**config.mk**
```make
export PLATFORM = sky130hd
export DESIGN_NAME = multi_prbs_gen_check
export DESIGN_NICKNAME = d
export VERILOG_FILES = /design/src/rtl/multi_prbs_pkg.sv /design/src/rtl/prbs_chk_lane.sv /design/src/rtl/multi_prbs_gen_check.sv
export SDC_FILE = /design/constraint.sdc
export NUM_CORES = 1
export LEC_CHECK = 0
export ABC_AREA = 0
export CORE_UTILIZATION = 39
export DETAILED_ROUTE_END_ITERATION = 6
export PLACE_DENSITY = 0.79
export SLEW_MARGIN = 20
export SYNTH_ARGS = -nofsm -noshare
export SYNTH_HDL_FRONTEND = slang
export SYNTH_SLANG_ARGS = --single-unit
```
**constraint.sdc**
```tcl
create_clock -name clk -period 2.9 [get_ports clk]
set_input_delay 0.29 -clock clk [delete_from_list [all_inputs] [get_ports clk]]
set_output_delay 0.29 -clock clk [all_outputs]
set_load 0.02 [all_outputs]
```
**src/rtl/multi_prbs_pkg.sv**
```systemverilog
// multi_prbs_pkg: shared types, polynomial constants and LFSR helpers for multi_prbs_gen_check.
// Helpers operate on 64-bit containers; the active width is passed in and upper bits stay zero.
// Consumers: prbs_chk_lane, multi_prbs_gen_check (optional feature macro: PRBS_ERR_INJECT_EN).
package multi_prbs_pkg;

  localparam int unsigned MAX_W = 64;

  localparam logic [MAX_W-1:0] PRBS7_POLY     = 64'h60;
  localparam logic [MAX_W-1:0] PRBS15_POLY    = 64'h6000;
  localparam logic [MAX_W-1:0] POLY32_DEFAULT = 64'h8000_0057;

  typedef enum logic {
    SEARCH = 1'b0,
    LOCKED = 1'b1
  } chk_state_e;

  // Per-lane checker state. Wide fields are sized for the largest lane; the
  // lane only ever sets bits inside its configured width.
  typedef struct packed {
    chk_state_e       state;
    logic [MAX_W-1:0] pred;
    logic             have_prev;
    logic [31:0]      match_cnt;
    logic [31:0]      bad_cnt;
    logic [MAX_W-1:0] err_count;
    logic [MAX_W-1:0] word_count;
  } chk_lane_t;

  function automatic logic [MAX_W-1:0] width_mask(input int unsigned width);
    logic [MAX_W-1:0] m;
    m = '0;
    for (int unsigned i = 0; i < MAX_W; i++) begin
      if (i < width) m[i] = 1'b1;
    end
    return m;
  endfunction

  // Advance a Fibonacci LFSR 'steps' times: feedback = ^(state & poly) enters at the LSB.
  function automatic logic [MAX_W-1:0] lfsr_advance(input logic [MAX_W-1:0] state,
                                                    input logic [MAX_W-1:0] poly,
                                                    input int unsigned      width,
                                                    input int unsigned      steps);
    logic [MAX_W-1:0] s;
    logic [MAX_W-1:0] m;
    m = width_mask(width);
    s = state & m;
    for (int unsigned i = 0; i < steps; i++) begin
      s = ((s << 1) | {{(MAX_W-1){1'b0}}, ^(s & poly)}) & m;
    end
    return s;
  endfunction

  function automatic logic [6:0] popcount(input logic [MAX_W-1:0] x);
    logic [6:0] c;
    c = '0;
    for (int unsigned i = 0; i < MAX_W; i++) begin
      c = c + {6'd0, x[i]};
    end
    return c;
  endfunction

  // Saturating add inside a 'width'-bit counter; 'a' is assumed already in range.
  function automatic logic [MAX_W-1:0] sat_add(input logic [MAX_W-1:0] a,
                                               input logic [MAX_W-1:0] b,
                                               input int unsigned      width);
    logic [MAX_W:0]   sum;
    logic [MAX_W-1:0] m;
    m   = width_mask(width);
    sum = {1'b0, a} + {1'b0, b};
    if (sum > {1'b0, m}) return m;
    return sum[MAX_W-1:0];
  endfunction

endpackage

```
**src/rtl/prbs_chk_lane.sv**
```systemverilog
// prbs_chk_lane: single-channel self-synchronising PRBS checker with lock FSM and saturating counters.
// Ports: clk_i/reset_i (sync, active-high), clr_i counter clear, vld_i/rx_i input beat,
//        locked_o lock flag, err_count_o bit errors, word_count_o checked words (all registered).
module prbs_chk_lane
  import multi_prbs_pkg::*;
#(
  parameter int unsigned      DATA_WIDTH    = 32,
  parameter logic [MAX_W-1:0] POLY          = POLY32_DEFAULT,
  parameter int unsigned      ITERATIONS    = 32,
  parameter int unsigned      LOCK_COUNT    = 8,
  parameter int unsigned      UNLOCK_COUNT  = 4,
  parameter int unsigned      ERR_CNT_WIDTH = 32
) (
  input  logic                     clk_i,
  input  logic                     reset_i,
  input  logic                     clr_i,
  input  logic                     vld_i,
  input  logic [DATA_WIDTH-1:0]    rx_i,
  output logic                     locked_o,
  output logic [ERR_CNT_WIDTH-1:0] err_count_o,
  output logic [ERR_CNT_WIDTH-1:0] word_count_o
);

  chk_lane_t        lane_q, lane_d;
  logic [MAX_W-1:0] rx_w;
  logic [MAX_W-1:0] adv_rx;
  logic [MAX_W-1:0] adv_pred;
  logic [6:0]       bit_errs;

  always_comb begin
    rx_w = '0;
    rx_w[DATA_WIDTH-1:0] = rx_i;
  end

  assign adv_rx   = lfsr_advance(rx_w, POLY, DATA_WIDTH, ITERATIONS);
  assign adv_pred = lfsr_advance(lane_q.pred, POLY, DATA_WIDTH, ITERATIONS);
  assign bit_errs = popcount(rx_w ^ lane_q.pred);

  always_comb begin
    lane_d = lane_q;
    if (vld_i) begin
      case (lane_q.state)
        SEARCH: begin
          // While searching, every received word reseeds the predictor.
          lane_d.pred      = adv_rx;
          lane_d.have_prev = 1'b1;
          if (lane_q.have_prev) begin
            if (rx_w == lane_q.pred) begin
              if (lane_q.match_cnt + 32'd1 >= LOCK_COUNT) begin
                lane_d.state     = LOCKED;
                lane_d.match_cnt = '0;
                lane_d.bad_cnt   = '0;
              end else begin
                lane_d.match_cnt = lane_q.match_cnt + 32'd1;
              end
            end else begin
              lane_d.match_cnt = '0;
            end
          end
        end
        LOCKED: begin
          // Free-running predictor: received errors must not corrupt it.
          lane_d.pred       = adv_pred;
          lane_d.word_count = sat_add(lane_q.word_count, 64'd1, ERR_CNT_WIDTH);
          lane_d.err_count  = sat_add(lane_q.err_count, {57'd0, bit_errs}, ERR_CNT_WIDTH);
          if (bit_errs != 7'd0) begin
            if (lane_q.bad_cnt + 32'd1 >= UNLOCK_COUNT) begin
              lane_d.state     = SEARCH;
              lane_d.have_prev = 1'b0;
              lane_d.bad_cnt   = '0;
            end else begin
              lane_d.bad_cnt = lane_q.bad_cnt + 32'd1;
            end
          end else begin
            lane_d.bad_cnt = '0;
          end
        end
        default: lane_d = lane_q;
      endcase
    end
    // Clear overrides any count taken on the same beat.
    if (clr_i) begin
      lane_d.err_count  = '0;
      lane_d.word_count = '0;
    end
  end

  always_ff @(posedge clk_i) begin
    if (reset_i) lane_q <= '0;
    else         lane_q <= lane_d;
  end

  assign locked_o     = (lane_q.state == LOCKED);
  assign err_count_o  = lane_q.err_count[ERR_CNT_WIDTH-1:0];
  assign word_count_o = lane_q.word_count[ERR_CNT_WIDTH-1:0];

endmodule

```
**src/rtl/multi_prbs_gen_check.sv**
```systemverilog
// multi_prbs_gen_check: N-lane PRBS generator (MODE "GENERATOR") or checker (MODE "CHECKER").
// Ports: clk/reset (sync, active-high), cnt_clear; S_AXIS_* checker input (TREADY tied 1);
//        M_AXIS_* generator output; locked/err_count/word_count per-lane status.
// Optional macro PRBS_ERR_INJECT_EN adds inject_err (bit-0 flip on the next accepted generator word).
module multi_prbs_gen_check
  import multi_prbs_pkg::*;
#(
  parameter int unsigned      DATA_WIDTH    = 32,
  parameter int unsigned      N_CHANNELS    = 1,
  parameter logic [MAX_W-1:0] POLY          = POLY32_DEFAULT,
  parameter int unsigned      ITERATIONS    = 32,
  parameter string            MODE          = "GENERATOR",
  parameter int unsigned      LOCK_COUNT    = 8,
  parameter int unsigned      UNLOCK_COUNT  = 4,
  parameter int unsigned      ERR_CNT_WIDTH = 32
) (
  input  logic                                clk,
  input  logic                                reset,
  input  logic                                cnt_clear,
  input  logic [DATA_WIDTH*N_CHANNELS-1:0]    S_AXIS_TDATA,
  input  logic                                S_AXIS_TVALID,
  output logic                                S_AXIS_TREADY,
  output logic [DATA_WIDTH*N_CHANNELS-1:0]    M_AXIS_TDATA,
  output logic                                M_AXIS_TVALID,
  input  logic                                M_AXIS_TREADY,
  output logic [N_CHANNELS-1:0]               locked,
  output logic [ERR_CNT_WIDTH*N_CHANNELS-1:0] err_count,
  output logic [ERR_CNT_WIDTH*N_CHANNELS-1:0] word_count
`ifdef PRBS_ERR_INJECT_EN
  ,
  input  logic                                inject_err
`endif
);

  localparam bit               IS_GEN      = (MODE == "GENERATOR");
  localparam logic [MAX_W-1:0] ACTIVE_ONES = width_mask(DATA_WIDTH);

  // Generator: every lane starts from the same all-ones seed, so one LFSR feeds all lanes.
  logic [MAX_W-1:0]      gen_state_q, gen_state_d;
  logic                  gen_vld_q;
  logic                  gen_fire;
  logic                  inj_bit;
  logic [DATA_WIDTH-1:0] gen_word;

  assign gen_fire    = gen_vld_q & M_AXIS_TREADY;
  assign gen_state_d = gen_fire ? lfsr_advance(gen_state_q, POLY, DATA_WIDTH, ITERATIONS)
                                : gen_state_q;

  always_ff @(posedge clk) begin
    if (reset) begin
      gen_state_q <= ACTIVE_ONES;
      gen_vld_q   <= 1'b0;
    end else begin
      gen_state_q <= gen_state_d;
      gen_vld_q   <= 1'b1;
    end
  end

`ifdef PRBS_ERR_INJECT_EN
  // Pending flip survives until a word is accepted; repeat pulses merge into it.
  logic inj_pend_q, inj_pend_d;
  assign inj_pend_d = (inj_pend_q & ~gen_fire) | (inject_err & IS_GEN);
  always_ff @(posedge clk) begin
    if (reset) inj_pend_q <= 1'b0;
    else       inj_pend_q <= inj_pend_d;
  end
  assign inj_bit = inj_pend_q;
`else
  assign inj_bit = 1'b0;
`endif

  assign gen_word      = gen_state_q[DATA_WIDTH-1:0] ^ DATA_WIDTH'(inj_bit);
  assign M_AXIS_TVALID = IS_GEN & gen_vld_q;
  assign S_AXIS_TREADY = 1'b1;

  for (genvar j = 0; j < N_CHANNELS; j++) begin : g_lane
    logic                     lane_locked;
    logic [ERR_CNT_WIDTH-1:0] lane_err;
    logic [ERR_CNT_WIDTH-1:0] lane_words;

    prbs_chk_lane #(
      .DATA_WIDTH   (DATA_WIDTH),
      .POLY         (POLY),
      .ITERATIONS   (ITERATIONS),
      .LOCK_COUNT   (LOCK_COUNT),
      .UNLOCK_COUNT (UNLOCK_COUNT),
      .ERR_CNT_WIDTH(ERR_CNT_WIDTH)
    ) u_lane (
      .clk_i       (clk),
      .reset_i     (reset),
      .clr_i       (cnt_clear),
      .vld_i       (S_AXIS_TVALID),
      .rx_i        (S_AXIS_TDATA[DATA_WIDTH*j +: DATA_WIDTH]),
      .locked_o    (lane_locked),
      .err_count_o (lane_err),
      .word_count_o(lane_words)
    );

    assign M_AXIS_TDATA[DATA_WIDTH*j +: DATA_WIDTH]     = IS_GEN ? gen_word : '0;
    assign locked[j]                                    = IS_GEN ? 1'b0 : lane_locked;
    assign err_count[ERR_CNT_WIDTH*j +: ERR_CNT_WIDTH]  = IS_GEN ? '0 : lane_err;
    assign word_count[ERR_CNT_WIDTH*j +: ERR_CNT_WIDTH] = IS_GEN ? '0 : lane_words;
  end

endmodule

```
Run 1, the metal 4 layer:
Supply wires on this layer in gray.
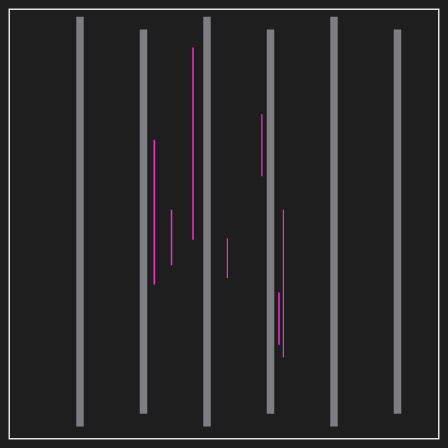
share of all routed wire	1.9%
wire length on this layer	146 µm
nets with wire on the layer	6
main direction	vertical
longest straight run	40.8 µm
vias after detailed routing: 2279
total detailed-routing wirelength: 7530 µm

Run 1, routed metal, one color a layer:
Two of the layers only.
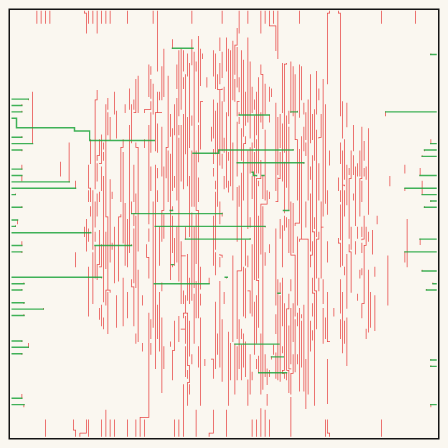
color	layer	wire length
green	met3	355 µm
red	met2	4090 µm
detailed-route wire length per cell: 14.7 µm
overall track demand over capacity in global routing: 16.9%

Run 1, signal wires on met1:
Supply wires on this layer in gray.
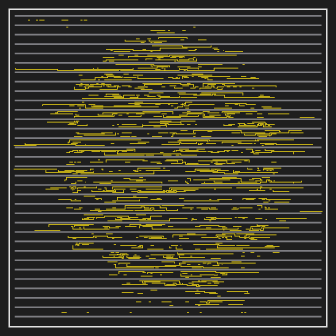
longest straight run	24.8 µm
main direction	horizontal
share of all routed wire	39%
wire length on this layer	2940 µm
nets with wire on the layer	325
global routing met1 resource utilization: 20.2%

==> summary.txt, run 1 <==
Physical implementation status

Measured in cells, the most critical reg-to-reg path has a length of 10. The global-route wire length before repair stands at 10900 µm. The run finished, with violations left. The final timing report counts setup violations totalling 6.

Setup repair after global routing could not meet its margin everywhere. The number of standard cells reported by yosys stands at about 320. Of the cells placed in the final design, the portion with a size suffix greater than 1 is 33.4%. The first routing iteration left roughly 66 violations. The cell type that accounts for the most area after synthesis is dfxtp_1. The smallest setup slack after layout stands at -0.182 ns.

The script reports the combined buffer and inverter count of the critical path as 1. The fraction of area in non-clock buffers stands at approximately a fifth. The via density per instance stands at ~4.5. The async set-or-reset flop fraction in the synthesized netlist stands at 0%.

The post-synthesis share of cell area spent on xor and xnor gates stands at a little under half. Cells fill 55.0% of the core in the end. In the synthesized netlist, the dominant kind of combinational cell is XOR/XNOR gates. The detailed route wirelength on metal2 stands at 4090 µm. The stage logs contain a warning count of 61. The core region is around 7700 µm². The met2 layer usage reported by global route stands at between 20 and 30%. Ranked by total area, the top cell class in this layout is multi-input combinational cells. The post-route antenna net violation count stands at 0. STA lists the startpoint of the worst register-to-register path as gen_state_q[2].

The quantity of hold-fixing buffers added after cts stands at 0. The report lists the cells along the critical path as xnor2_4 > xnor3_2 > buf_6 > xnor3_1 > xor2_1 > xnor3_2 > xor2_1 > xnor2_1 > or3_1 > nand3_1. Before any placement, the netlist area is recorded as ~3100 µm². The checks that failed: setup timing. The sequential cell area share stands at between 10% and 20%.
## Run 2: what changed since run 1
--- a/config.mk
+++ b/config.mk
@@ -9,6 +9,7 @@
 export CORE_UTILIZATION = 39
 export DETAILED_ROUTE_END_ITERATION = 6
 export PLACE_DENSITY = 0.79
+export SETUP_SLACK_MARGIN = 0.02
 export SLEW_MARGIN = 20
 export SYNTH_ARGS = -nofsm -noshare
 export SYNTH_HDL_FRONTEND = slang
==> summary.txt, run 2 <==
Physical implementation status

The fraction of area in non-clock buffers stands at 19.5% (was 20.2%). The largest cell class by area is multi-input combinational cells (unchanged). The sequential cell area share stands at 16.8% (was 16.1%). Status: finished with violations (unchanged). The post-synthesis cell type with the largest combined area is dfxtp_1 (unchanged). Critical-path cell list: xor2_1 > xnor2_2 > xor2_4 > buf_4 > xnor3_1 > xor2_1 > xor2_1 > xnor2_1 > or3_1 > nand3_1 (was xnor2_4 > xnor3_2 > buf_6 > xnor3_1 > xor2_1 > xnor3_2 > xor2_1 > xnor2_1 > or3_1 > nand3_1).

The detailed route wirelength on metal2 stands at 3450 µm (was 4090 µm). The final period demand of the worst path stands at 2.91 ns (was 3.08 ns). The origin of the critical flop-to-flop path is gen_state_q[3] (was gen_state_q[2]).

The post-route antenna net violation count is 0 (unchanged). The number of standard cells reported by yosys stands at 318 (unchanged). The global-route wire length before repair stands at 10600 µm (was 10900 µm). The number of setup violations in the final report is 1 (was 6).

The total number of warnings across the stage logs stands at 63 (was 61). The compound-gate portion of the synthesized area stands at 5.85% (unchanged). Unrepaired setup endpoints after global routing: true (unchanged). The smallest setup slack after layout stands at -0.00749 ns (was -0.182 ns). The per-instance average area after synthesis stands at 9.82 µm² (unchanged). The final standard cell utilization of the core stands at 52.2% (was 55.0%). The quantity of hold-fixing buffers added after cts was 0 (unchanged). The via density per instance was 4.41 (was 4.45). The met1 usage is 20.1% (was 20.2%). The async set-or-reset flop fraction in the synthesized netlist came to 0% (unchanged).

Violated checks: setup timing (unchanged). The post-synthesis share of cell area spent on xor and xnor gates stands at 45.7% (unchanged).
Run 2, routed metal, one color a layer:
Two of the layers only.
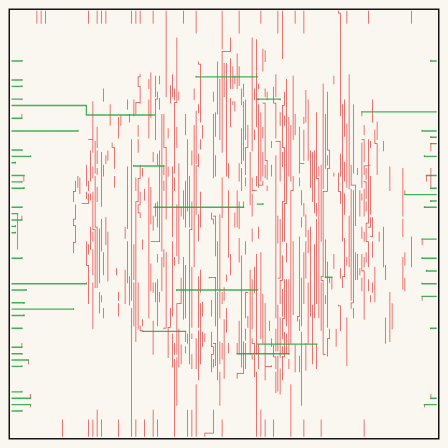
vias after detailed routing: 2211
overall track demand over capacity in global routing: 16.6%
total detailed-routing wirelength: 6560 µm
detailed-route wire length per cell: 13.1 µm

Run 2, I/O nets highlighted:
Bar = 20 µm.
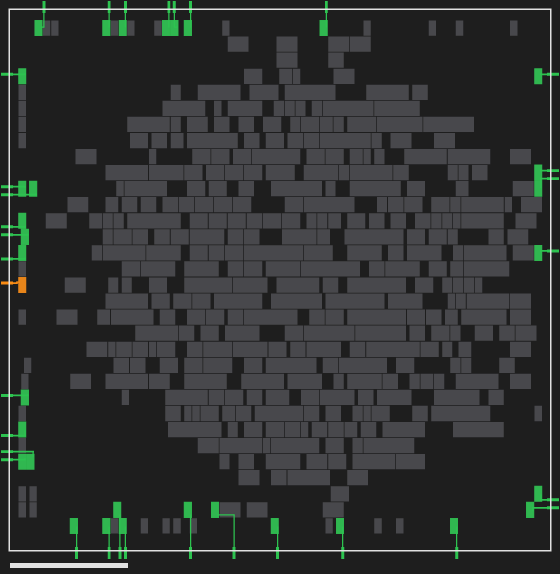
color	port	bits	direction	end cells	buffers	wire
orange	`S_AXIS_TREADY`	1	output	1	0	1.30 µm
green	`err_count`	32	output	32	0	100 µm
num ports: 136
Port Buffer Count: 35

Run 2, close-up of the layout:
Bar = 10 µm. Region (31, 31) to (61, 61) µm. Cells in gray, sequential cells in the stronger gray; small squares are vias.
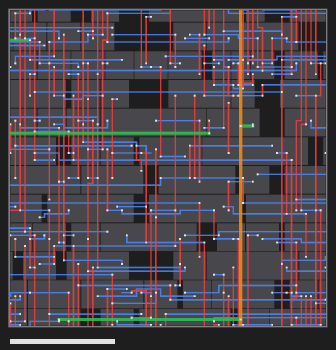
color	layer
green	met3
red	met2
blue	met1
orange	met4
sequential cells in the window	0
cells with their middle in the window	62
most frequent	xnor2_1 (11), xor2_1 (11), buf_4 (10)

